==> src/rtl/dpll_pkg.sv <==
// Shared definitions for the receive DPLL: period width, default timing and
// phase classification helpers used by the bit synchronizer and period correction.
package dpll_pkg;

  localparam int PER_W      = 4;
  localparam int N          = 8;
  localparam int MIN_PERIOD = 4;

  typedef enum logic [1:0] {
    PH_ALIGNED,
    PH_AHEAD,
    PH_BEHIND
  } phase_e;

  // A period below the floor would squeeze two strobes too close together.
  function automatic logic [PER_W-1:0] clamp_period(input logic [PER_W-1:0] p,
                                                    input logic [PER_W-1:0] lo);
    return (p < lo) ? lo : p;
  endfunction

  // Edge position relative to the local bit boundary at cnt == 0.
  function automatic phase_e classify(input logic [PER_W-1:0] cnt,
                                      input logic [PER_W-1:0] half);
    if (cnt == '0)
      return PH_ALIGNED;
    else if (cnt < half)
      return PH_AHEAD;
    else
      return PH_BEHIND;
  endfunction

endpackage

==> src/rtl/bit_sync_tracker_if.sv <==
// Serial line, period feedback and recovered-bit signals between the bit
// synchronizer (slave) and its environment (master).
interface bit_sync_tracker_if;
  import dpll_pkg::*;

  logic             din;
  logic [PER_W-1:0] num;
  logic             ahead;
  logic             behind;
  logic             bit_out;
  logic             bit_vld;

  modport master (
    output din,
    output num,
    input  ahead,
    input  behind,
    input  bit_out,
    input  bit_vld
  );

  modport slave (
    input  din,
    input  num,
    output ahead,
    output behind,
    output bit_out,
    output bit_vld
  );

endinterface

==> src/rtl/din_edge_det.sv <==
// Two-flop synchronizer and registered edge detector for the serial input.
// BIT_SYNC_GLITCH_FILTER_EN inserts a 3-tap majority filter after the synchronizer.
module din_edge_det #(
  parameter logic IDLE_LVL = 1'b1
) (
  input  logic clk,
  input  logic rst,
  input  logic din,
  output logic data_edge,
  output logic level
);

  logic sync1;
  logic sync2;
  logic sync3;
  logic edge_q;
  logic stage;

  // NOTE: every flop in the chain updates with <= so each stage sees the
  // previous stage's old value; blocking assignments would collapse the chain.
  // NOTE: synchronizer flops reset to the line idle level, not zero, so
  // releasing reset on an idle line does not manufacture an edge.
  always_ff @(posedge clk or negedge rst) begin
    if (!rst) begin
      sync1 <= IDLE_LVL;
      sync2 <= IDLE_LVL;
    end else begin
      sync1 <= din;
      sync2 <= sync1;
    end
  end

`ifdef BIT_SYNC_GLITCH_FILTER_EN
  logic tap0;
  logic tap1;
  logic filt;

  // A level must be present in two of three consecutive samples to pass.
  always_ff @(posedge clk or negedge rst) begin
    if (!rst) begin
      tap0 <= IDLE_LVL;
      tap1 <= IDLE_LVL;
      filt <= IDLE_LVL;
    end else begin
      tap0 <= sync2;
      tap1 <= tap0;
      filt <= (sync2 & tap0) | (sync2 & tap1) | (tap0 & tap1);
    end
  end

  assign stage = filt;
`else
  assign stage = sync2;
`endif

  always_ff @(posedge clk or negedge rst) begin
    if (!rst) begin
      sync3  <= IDLE_LVL;
      edge_q <= 1'b0;
    end else begin
      sync3  <= stage;
      edge_q <= stage ^ sync3;
    end
  end

  assign data_edge = edge_q;
  assign level     = sync3;

endmodule

==> src/rtl/bit_sync_tracker.sv <==
// Receive DPLL bit synchronizer: period counter, early/late edge classifier and
// mid-bit sampler. BIT_SYNC_GLITCH_FILTER_EN enables the input majority filter.
module bit_sync_tracker #(
  parameter int   N          = dpll_pkg::N,
  parameter int   MIN_PERIOD = dpll_pkg::MIN_PERIOD,
  parameter logic IDLE_LVL   = 1'b1
) (
  input  logic               clk,
  input  logic               rst,
  bit_sync_tracker_if.slave  bus
);

  localparam int W = dpll_pkg::PER_W;
  localparam logic [W-1:0] RST_PER = W'(N);
  localparam logic [W-1:0] MIN_PER = W'(MIN_PERIOD);

  logic [W-1:0]     cnt;
  logic [W-1:0]     per_q;
  logic [W-1:0]     half;
  logic             term;
  logic             data_edge;
  logic             level;
  logic             ahead_q;
  logic             behind_q;
  logic             bit_q;
  logic             vld_q;
  dpll_pkg::phase_e phase;

  din_edge_det #(
    .IDLE_LVL (IDLE_LVL)
  ) u_edge (
    .clk       (clk),
    .rst       (rst),
    .din       (bus.din),
    .data_edge (data_edge),
    .level     (level)
  );

  assign half = per_q >> 1;
  assign term = (cnt == per_q - 1'b1);

  // NOTE: combinational blocks assign a default first so no path leaves the
  // output unassigned and infers a latch.
  always_comb begin
    phase = dpll_pkg::PH_ALIGNED;
    if (data_edge)
      phase = dpll_pkg::classify(cnt, half);
  end

  // num is only consulted at the boundary; the correction block may change it freely.
  always_ff @(posedge clk or negedge rst) begin
    if (!rst) begin
      cnt   <= '0;
      per_q <= RST_PER;
    end else if (term) begin
      cnt   <= '0;
      per_q <= dpll_pkg::clamp_period(bus.num, MIN_PER);
    end else begin
      cnt <= cnt + 1'b1;
    end
  end

  // A terminal-cycle edge always classifies as behind and wins over the clear.
  always_ff @(posedge clk or negedge rst) begin
    if (!rst) begin
      ahead_q  <= 1'b0;
      behind_q <= 1'b0;
    end else if (data_edge) begin
      ahead_q  <= (phase == dpll_pkg::PH_AHEAD);
      behind_q <= (phase == dpll_pkg::PH_BEHIND);
    end else if (term) begin
      ahead_q  <= 1'b0;
      behind_q <= 1'b0;
    end
  end

  // Sample mid-bit, as far as possible from the expected data transitions.
  always_ff @(posedge clk or negedge rst) begin
    if (!rst) begin
      bit_q <= IDLE_LVL;
      vld_q <= 1'b0;
    end else begin
      vld_q <= (cnt == half);
      if (cnt == half)
        bit_q <= level;
    end
  end

  assign bus.ahead   = ahead_q;
  assign bus.behind  = behind_q;
  assign bus.bit_out = bit_q;
  assign bus.bit_vld = vld_q;

endmodule

==> src/flat_wrapper.sv <==
// flat-port wrapper written by rule: the top's interface ports become plain ports
module bit_sync_tracker_flat 
#(
  parameter int   N          = dpll_pkg::N,
  parameter int   MIN_PERIOD = dpll_pkg::MIN_PERIOD,
  parameter logic IDLE_LVL   = 1'b1
)
  (clk, rst, bus_din, bus_num, bus_ahead, bus_behind, bus_bit_out, bus_bit_vld);
  bit_sync_tracker_if bus_i ();
  input  logic clk;
  input  logic rst;
  input wire logic [$bits(bus_i.din)-1:0] bus_din;
  input wire logic [$bits(bus_i.num)-1:0] bus_num;
  output wire logic [$bits(bus_i.ahead)-1:0] bus_ahead;
  output wire logic [$bits(bus_i.behind)-1:0] bus_behind;
  output wire logic [$bits(bus_i.bit_out)-1:0] bus_bit_out;
  output wire logic [$bits(bus_i.bit_vld)-1:0] bus_bit_vld;
  assign bus_i.din = bus_din;
  assign bus_i.num = bus_num;
  assign bus_ahead = bus_i.ahead;
  assign bus_behind = bus_i.behind;
  assign bus_bit_out = bus_i.bit_out;
  assign bus_bit_vld = bus_i.bit_vld;
  bit_sync_tracker #(.N(N), .MIN_PERIOD(MIN_PERIOD), .IDLE_LVL(IDLE_LVL)) u_core (.clk(clk), .rst(rst), .bus(bus_i));
endmodule
==> config.mk <==
export PLATFORM = sky130hd
export DESIGN_NAME = bit_sync_tracker_flat
export DESIGN_NICKNAME = d
export VERILOG_FILES = /design/src/rtl/dpll_pkg.sv /design/src/rtl/bit_sync_tracker_if.sv /design/src/rtl/din_edge_det.sv /design/src/rtl/bit_sync_tracker.sv /design/src/flat_wrapper.sv
export SDC_FILE = /design/constraint.sdc
export NUM_CORES = 1
export LEC_CHECK = 0
export CAP_MARGIN = 20
export CORE_UTILIZATION = 55
export CTS_BUF_LIST = sky130_fd_sc_hd__clkbuf_4
export CTS_CLUSTER_SIZE = 25
export DETAILED_ROUTE_END_ITERATION = 8
export HOLD_SLACK_MARGIN = 0.05
export PLACE_DENSITY = 0.8
export SYNTH_ARGS = -nofsm -noshare
export SYNTH_HDL_FRONTEND = slang
export SYNTH_SLANG_ARGS = --single-unit
export TNS_END_PERCENT = 20
==> constraint.sdc <==
create_clock -name clk -period 2.4 [get_ports clk]
set_input_delay 0.24 -clock clk [delete_from_list [all_inputs] [get_ports clk]]
set_output_delay 0.24 -clock clk [all_outputs]
set_load 0.02 [all_outputs]
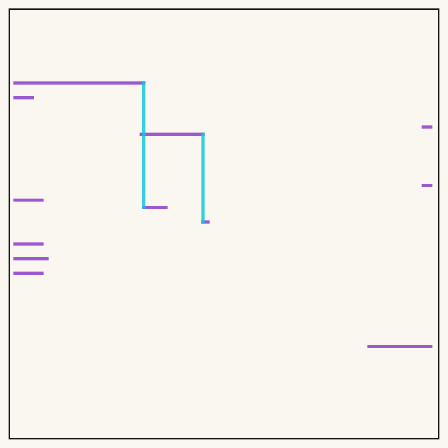
Run 1: wiring by layer
Only two layers are drawn.
met3 -> purple  # wire length 39.3 um
met4 -> cyan  # wire length 19.7 um

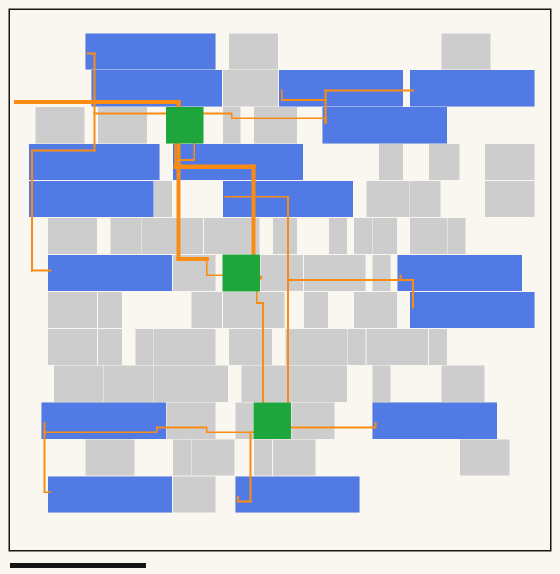
Run 1: clock network drawn from the DEF
The bar under the picture is 10 um long.
clock wires -> orange  # length 182 um
flip-flops -> blue  # count 16
cells driving clock nets -> green  # count 3
routed clock nets = 4

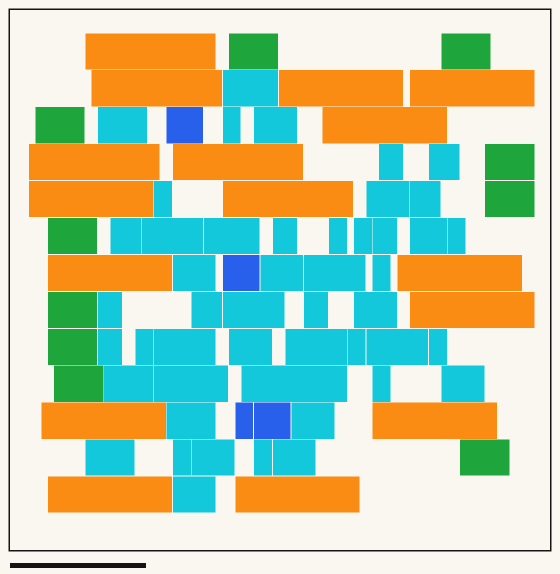
Run 1: placement by cell class
The bar under the picture is 10 um long.
all other logic -> cyan  # cells 48
flops -> orange  # cells 16
clock drivers and dummy loads -> blue  # cells 4
other buffers and delay cells -> green  # cells 10

==> flow_metrics.py, run 1 <==
# Physical implementation metrics
metrics = {
    "place": {
        "dpl.hpwl_um": 910,
        "finalWeightedCongestion": 0.741,
    },
    "worst_setup_path": {
        "timing.rr.end": "u_core.per_q[3]",
        "cp-start-kind": "register",
        "endpoint_kind": "register",
        "cp.required_ns": 2.62,
        "rr_worst_depth": 5,
        "critPathMaxStageDelay_ns": 0.58,
        "crit_path_max_fanout": 10,
        "worstSetupStartpoint": "u_core.per_q[0]",
        "path_cells": "inv_1 > ha_1 > xnor2_1 > nor4_4 > mux2_4",
        "r2r_setup_slack_ns": 0.43,
    },
    "cts": {
        "hold_buffers": 0,
        "post_cts_buffers": 0,
        "cts.sinks": 16,
        "ctsLongestPathBuffers": 2,
        "cts_inserted_buffers": 3,
        "cts_root_buffer": "clkbuf_4",
        "cts_tree": "done",
        "clock_latency_ns": 0.28,
    },
    "synth": {
        "area_leaders": "dfrtp_1 35%, dfstp_2 17%, ha_1 9.6%",
        "ys_sh_adder_pct": 9.57,
        "synth_chip_area_um2": 785,
        "synth-edff-count": 0,
        "yosys.area_share.simple_pct": 13.9,
        "logic_family": "simple AND/OR/NAND/NOR gates",
        "synth_top_cell_by_area": "dfrtp_1",
        "aoi_share_pct": 4.63,
        "most_common_cell": "dfrtp_1",
    },
    "power_and_ir_drop": {
        "power_switching_mw": 0.528,
        "p_per_area_nw_per_um2": 1430,
        "power_mw": 1.33,
        "clockPowerShare_pct": 10.7,
        "pwr-share-comb_pct": 51.5,
    },
    "routing": {
        "routed_wirelength_um": 1180,
        "wl_met1_um": 582,
        "wl_per_cell_um": 12.7,
    },
    "die": {
        "dieArea_um2": 1580,
        "num_rows": 13,
        "dieHeight_um": 39.8,
    },
    "timing": {
        "max_slew_margin_pct": 54.5,
    },
    "final_layout": {
        "area_growth_pct": 18.5,
    },
    "status": {
        "status": "completed",
    },
    "grt": {
        "grt.overflow.total": 0,
        "globalRouteMet2Util_pct": 31.6,
    },
}
## run 1: layout make-up
cell class	instances	area [um2]	area share, %
repair buffers	10	100	10.8
flip-flops and latches	16	407	43.7
well taps	15	18.8	2.02
multi-input cells	42	355	38.2
clock buffers	3	22.5	2.42
inverters	6	22.5	2.42
clock inverters	1	3.75	0.404
## run 1: stage by stage
step | util (%) | cells | area, um2 | hold slack, ns | setup WS (ns)
floorplan | - | 64 | 785 | -0.0556 | 0.635
global placement | 68.6 | 89 | 903 | 0.347 | 0.521
detailed placement | 68.6 | 89 | 903 | 0.350 | 0.424
CTS | 70.6 | 93 | 930 | 0.350 | 0.416
global route | 70.6 | 93 | 930 | 0.341 | 0.313
finish | 70.6 | 93 | 930 | 0.360 | 0.428
==> run 1 -> run 2 <==
==> constraint.sdc (replaced) <==
create_clock -name clk -period 1.9 [get_ports clk]
set_input_delay 0.19 -clock clk [delete_from_list [all_inputs] [get_ports clk]]
set_output_delay 0.19 -clock clk [all_outputs]
set_load 0.02 [all_outputs]
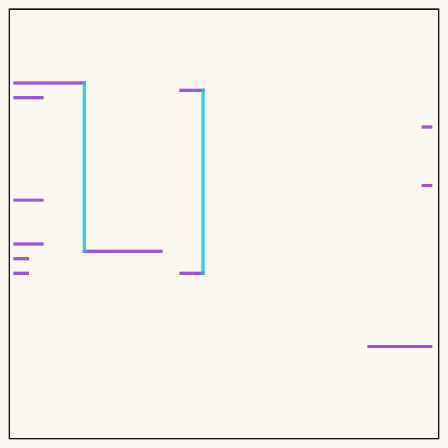
Run 2: wiring by layer
Only two layers are drawn.
met3 -> purple  # wire length 34.7 um
met4 -> cyan  # wire length 32.6 um

==> run 2 against run 1 <==
- clock skew about the same
- setup slack worse by 0.23 ns
- global-route usage down 0.88 points
- synthesized cell count stayed put
- fmax up 16%
- clock power is 27% higher
- register-to-register slack got worse by 0.23 ns
- sequential share of layout area fell by 0.70 points
- worst hold slack worse by 0.053 ns
- cell count grew 2.2%
- synthesized area stayed put
- non-clock buffer count increased by 2
- critical path type unchanged
- largest power group unchanged
- highest routed layer unchanged
==> flow_metrics.py, run 2 <==
# Physical implementation metrics
metrics = {
    "status": {
        "status": "completed",
    },
    "cts": {
        "cts_tree": "done",
        "ctsLongestPathBuffers": 2,
        "cts_inserted_buffers": 3,
        "clock_latency_ns": 0.28,
        "cts_root_buffer": "clkbuf_4",
    },
    "final_layout": {
        "area_growth_pct": 20.4,
        "fin_area_um2": 945,
        "seq_area_um2": 407,
        "final_cells": 95,
        "final_util_pct": 71.7,
        "comb_area_um2": 355,
    },
    "synth": {
        "synth_top_cell_by_area": "dfrtp_1",
        "logic_family": "simple AND/OR/NAND/NOR gates",
        "synth-edff-count": 0,
        "ys_sh_adder_pct": 9.57,
        "synth_chip_area_um2": 785,
        "aoi_share_pct": 4.63,
    },
    "worst_setup_path": {
        "timing.rr.end": "u_core.per_q[2]",
        "cp.required_ns": 2.11,
        "worstSetupStartpoint": "u_core.per_q[3]",
        "critPathMaxStageDelay_ns": 0.56,
        "r2r_setup_slack_ns": 0.19,
    },
    "power_and_ir_drop": {
        "power_mw": 1.72,
        "p_per_area_nw_per_um2": 1820,
        "pwr-share-comb_pct": 52.6,
        "clockPowerShare_pct": 10.5,
    },
    "place": {
        "pre_cts_slack_ns": 0.145,
        "finalWeightedCongestion": 0.782,
        "post-place-cells": 91,
    },
    "die": {
        "dieArea_um2": 1580,
    },
    "timing": {
        "fin_hold_ws_ns": 0.307,
        "setup_slack_ns": 0.195,
    },
    "grt": {
        "globalRouteMet2Util_pct": 30.7,
    },
    "routing": {
        "routed_wirelength_um": 1250,
        "wl_met1_um": 600,
    },
}
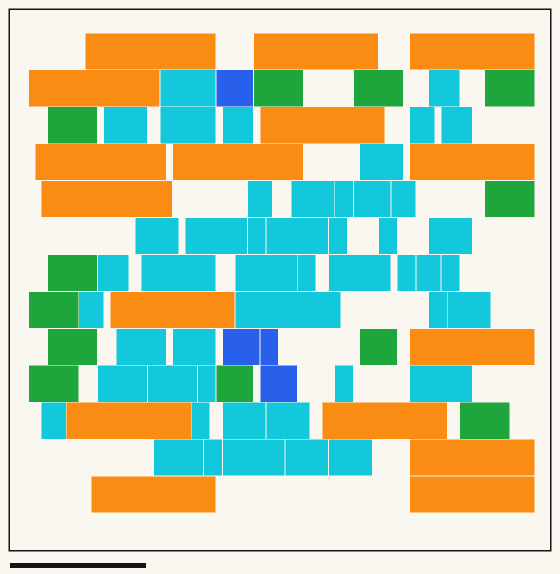
Run 2: placement by cell class
The bar under the picture is 10 um long.
flops -> orange  # cells 16
other buffers and delay cells -> green  # cells 12
all other logic -> cyan  # cells 48
clock drivers and dummy loads -> blue  # cells 4

-- run 2: cell types whose count changed in the layout (fill, tap and decap cells not counted) --
cell,previous run,this run
buf_4,0,2
-- run 2: repair_timing --
| action | CTS | global route |
|---|---|---|
| setup endpoints to repair | 0 | 1 |
| hold buffers | 0 | 0 |
| endpoints found under the hold margin | 0 | 0 |
| setup buffers | 0 | 0 |
-- run 2: area by class of cell --
| type | instances | share of cell area (%) |
|---|---|---|
| clock buffers | 3 | 2.38 |
| clock inverters | 1 | 0.397 |
| inverters | 6 | 2.38 |
| multi-input cells | 42 | 37.6 |
| flip-flops and latches | 16 | 43.0 |
| well taps | 15 | 1.99 |
| repair buffers | 12 | 12.2 |
==> run 2 -> run 3 <==
--- a/config.mk
+++ b/config.mk
@@ -6,12 +6,13 @@
 export NUM_CORES = 1
 export LEC_CHECK = 0
 export CAP_MARGIN = 20
-export CORE_UTILIZATION = 55
+export CORE_UTILIZATION = 56
 export CTS_BUF_LIST = sky130_fd_sc_hd__clkbuf_4
 export CTS_CLUSTER_SIZE = 25
 export DETAILED_ROUTE_END_ITERATION = 8
+export DONT_BUFFER_PORTS = 1
 export HOLD_SLACK_MARGIN = 0.05
-export PLACE_DENSITY = 0.8
+export PLACE_DENSITY = 0.71
 export SYNTH_ARGS = -nofsm -noshare
 export SYNTH_HDL_FRONTEND = slang
 export SYNTH_SLANG_ARGS = --single-unit
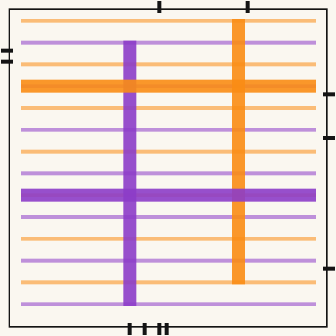
Run 3: power grid
Pins as bars on the die edge.
VSS -> purple
VDD -> orange
rows = 13
signal pins = 11
met5 straps = 2

==> run 3 against run 2 <==
- power decreased by 1.5%
- highest routed layer unchanged
- largest cell class unchanged
- clock power increased by 2%
- final area decreased by 5.0%
- cell count decreased by 4.2%
- largest power group unchanged
- fmax decreased by 2.2%
- non-clock buffer count decreased by 4
- critical path depth unchanged
- first-iteration DRC count increased to 2.5 times the previous value
- synthesized cell count unchanged
- synthesized area unchanged
- combinational power decreased by 9.7%
- die size decreased by 1.7%
==> flow_metrics.py, run 3 <==
# Physical implementation metrics
metrics = {
    "place": {
        "finalWeightedCongestion": 0.871,
        "dpl.hpwl_um": 936,
        "post-place-cells": 81,
        "placed_cell_area_um2": 818,
        "pre_cts_slack_ns": 0.0968,
    },
    "worst_setup_path": {
        "cp-start-kind": "register",
        "critPathMaxStageDelay_ns": 0.57,
        "cp.required_ns": 2.12,
        "path_cells": "xnor2_1 > xnor2_1 > nor4_4 > buf_4 > mux2_4",
        "rr_worst_depth": 5,
        "r2r_setup_slack_ns": 0.16,
        "crit_path_max_fanout": 4,
        "timing.rr.end": "u_core.per_q[3]",
        "crit_path_end": "u_core.per_q[3]",
        "worstSetupStartpoint": "u_core.per_q[3]",
    },
    "synth": {
        "synth_chip_area_um2": 785,
        "logic_family": "simple AND/OR/NAND/NOR gates",
        "synth_top_cell_by_area": "dfrtp_1",
        "synth-edff-count": 0,
        "synth_warnings": 0,
        "yosys.area_share.simple_pct": 13.9,
        "area_leaders": "dfrtp_1 35%, dfstp_2 17%, ha_1 9.6%",
        "ys_sh_adder_pct": 9.57,
    },
    "timing": {
        "setup_slack_ns": 0.156,
        "fin_hold_ws_ns": 0.0600,
        "max_slew_margin_pct": 53.7,
    },
    "power_and_ir_drop": {
        "power_mw": 1.69,
        "p_per_area_nw_per_um2": 1890,
    },
    "cts": {
        "clock_latency_ns": 0.29,
        "ctsLongestPathBuffers": 2,
        "cts.sinks": 16,
        "cts_inserted_buffers": 3,
        "cts_root_buffer": "clkbuf_4",
        "cts_tree": "done",
    },
    "routing": {
        "routed_wirelength_um": 1220,
        "wl_met1_um": 609,
        "wl_per_cell_um": 13.4,
    },
    "die": {
        "num_rows": 13,
        "dieHeight_um": 39.4,
        "dieArea_um2": 1550,
    },
    "final_layout": {
        "final_cells": 91,
        "final_util_pct": 68.9,
        "area_growth_pct": 14.4,
    },
    "status": {
        "status": "completed",
    },
    "grt": {
        "globalRouteMet2Util_pct": 29.1,
    },
}
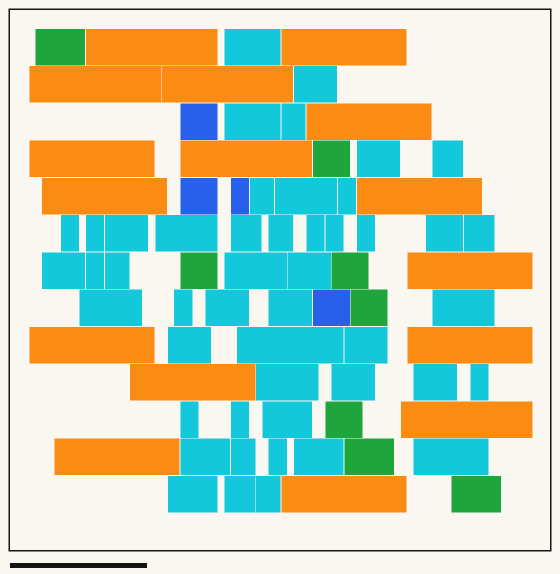
Run 3: placement by cell class
The bar under the picture is 10 um long.
all other logic -> cyan  # cells 48
clock drivers and dummy loads -> blue  # cells 4
flops -> orange  # cells 16
other buffers and delay cells -> green  # cells 8

-- run 3: area by class of cell --
cell class / count / area [um2]
inverter: 6 / 22.5
fill: 97 / 404
clock inverter: 1 / 3.75
clock buffer: 3 / 22.5
tap: 15 / 18.8
timing repair buffer: 8 / 67.6
multi-input combinational: 42 / 355
sequential: 16 / 407
-- run 3: what timing repair did --
action                                  in CTS  in global routing
endpoints found under the hold margin       18                  0
endpoints found under the setup margin       0                  3
buffers inserted                             0                  3
hold buffers                                 3                  0
-- run 3: where the power goes --
group,switching (mW),internal [mW],total (mW)
clock network,0.108,0.0763,0.185
logic,0.376,0.440,0.816
registers,0.194,0.498,0.693
total,0.678,1.01,1.69
Power and IR drop assume default switching activity.
